==> config.mk <==
export PLATFORM = sky130hd
export DESIGN_NAME = debounce_pulse_flat
export DESIGN_NICKNAME = d
export VERILOG_FILES = /design/src/rtl/debounce_pkg.sv /design/src/rtl/debounce_pulse_if.sv /design/src/rtl/debounce_pulse_sync2.sv /design/src/rtl/debounce_pulse.sv /design/src/flat_wrapper.sv
export SDC_FILE = /design/constraint.sdc
export NUM_CORES = 1
export LEC_CHECK = 0
export CAP_MARGIN = 5
export CORE_UTILIZATION = 45
export DETAILED_ROUTE_END_ITERATION = 6
export PLACE_DENSITY_LB_ADDON = 0.1
export SETUP_SLACK_MARGIN = 0.1
export SYNTH_ARGS = -nofsm -noshare
export SYNTH_HDL_FRONTEND = slang
export SYNTH_SLANG_ARGS = --single-unit
==> constraint.sdc <==
create_clock -name clk -period 3.25 [get_ports clk]
set_input_delay 0.8125 -clock clk [delete_from_list [all_inputs] [get_ports clk]]
set_output_delay 0.8125 -clock clk [all_outputs]
set_load 0.1 [all_outputs]
closeup.png
Region (33, 33) to (53, 53) µm. Cells in grey, sequential cells in the stronger grey; small squares are vias.
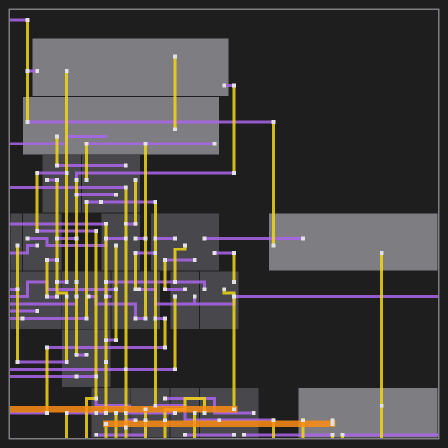
M1: shown in purple. M2: shown in yellow. M3: shown in orange.
19 logic cells have their middle in the window. Most frequent: dfrtp_1 (4), o21ai_0 (3), o31ai_1 (3). Sequential cells in the window: 4.

clock_wires.png
(10 px per µm)
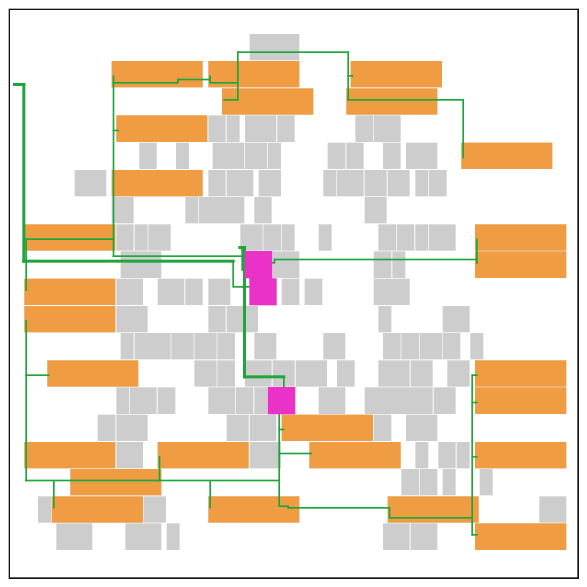
flip-flops: shown in orange, count 26. clock wires: shown in green, length 299 µm. clock-net drivers: shown in magenta, count 3.
There are 4 routed clock nets. Position of the flops: widely spread.
clock network power: 0.161 mW
Clock Latency Late Sink: 320 ps
Max Clock Skew: 10.4 ps
clock share of power: 30.2%

==> results.cfg <==
; yosys + openroad results
[outcome]
status = completed

[sta]
rsz0062_at_grt = false
worst_pin_slew_ps = 955
setup_viol = 0
setup-tns-final_ps = 0
finalCritPeriodShare_pct = 74.1

[logic_synthesis]
ys_chip_area_um2 = 1350
ys_types = 37
synthCells = 140

[finish]
area_growth_pct = 4.27
lay_top_count = dfrtp_1
antennaDiodeCount = 0

[hold_path]
whs_path_depth = 0
holdCritPathClass = flip-flop to flip-flop

[die]
die-height_um = 56.7

[cts]
cts_tree = yes

[pwr]
vdd_drop_max_mv = 0.170

[critical_path]
crit_fanout = 18
max_stage_delay_ps = 470
start_kind = flip-flop
reg2reg_depth = 7

[global_routing]
grt_max_degree = 27
track_usage_pct = 19.1
first_global_vias = 1054

[flow_run]
cap_violations = 0

[routing]
drc = 0
report_power, final:
part	total [mW]	switching, mW	internal (mW)
combinational	0.0348	0.0228	0.0120
clock	0.161	0.0928	0.0685
sequential	0.338	0.00827	0.330
cells in the mapped netlist, drive strengths merged, types with 5 or more instances:
| library cell | count | share of area (%) |
|---|---|---|
| a21oi | 6 | 2.2 |
| and3 | 5 | 2.3 |
| buf | 6 | 3.3 |
| dfrtp | 26 | 48 |
| nand2 | 14 | 4.5 |
| nand3 | 8 | 3.0 |
| nand4 | 6 | 2.8 |
| o21ai | 18 | 7.0 |
| o31ai | 12 | 6.7 |
per-layer routing:
metal  GRT usage [%]  vias to the layer above  part of all wire (%)
met4            5.92                        0                   1.1
met1            27.6                      542                    51
li1                -                      526                     -
met2            29.9                       17                    44
met3            2.30                        4                   3.0
met5               0                        -                     0
layout make-up:
cell class	count	area, µm²
fill	257	1400
inverter	5	18.8
multi-input combinational	101	627
timing repair buffer	4	35.0
tap	31	38.8
sequential	26	651
clock buffer	4	36.3
through the flow:
stage	instance area [µm²]	worst slack, ps	util (%)	hold WS [ps]
6_report	1410	841	50.1	373
5_1_grt	1410	610	50.1	391
4_1_cts	1410	860	50.1	376
3_5_place_dp	1370	888	48.8	345
3_3_place_gp	1370	977	48.8	334
2_1_floorplan	1350	1530	-	331
worst reg2reg max path, stage by stage (launching register included):
cell	delay [ps]
dfrtp_1	420
ha_1	200
and3_1	410
nand4_1	320
o21bai_4	470
inv_2	110
nand2_4	210
o311ai_0	160
kinds of logic after synthesis:
logic type               after synthesis  synth area share [%]
AND-OR/OR-AND                         49                  23.8
XOR/XNOR                               1                 0.649
adder cells (fa/ha/maj)                1                 0.927
buffers and inverters                 13                  5.29
flip-flops                            26                  48.2
multiplexers                           1                 0.742
AND/OR/NAND/NOR                       49                  20.3
No activity file was given, so power comes from the tool's default toggle rates.
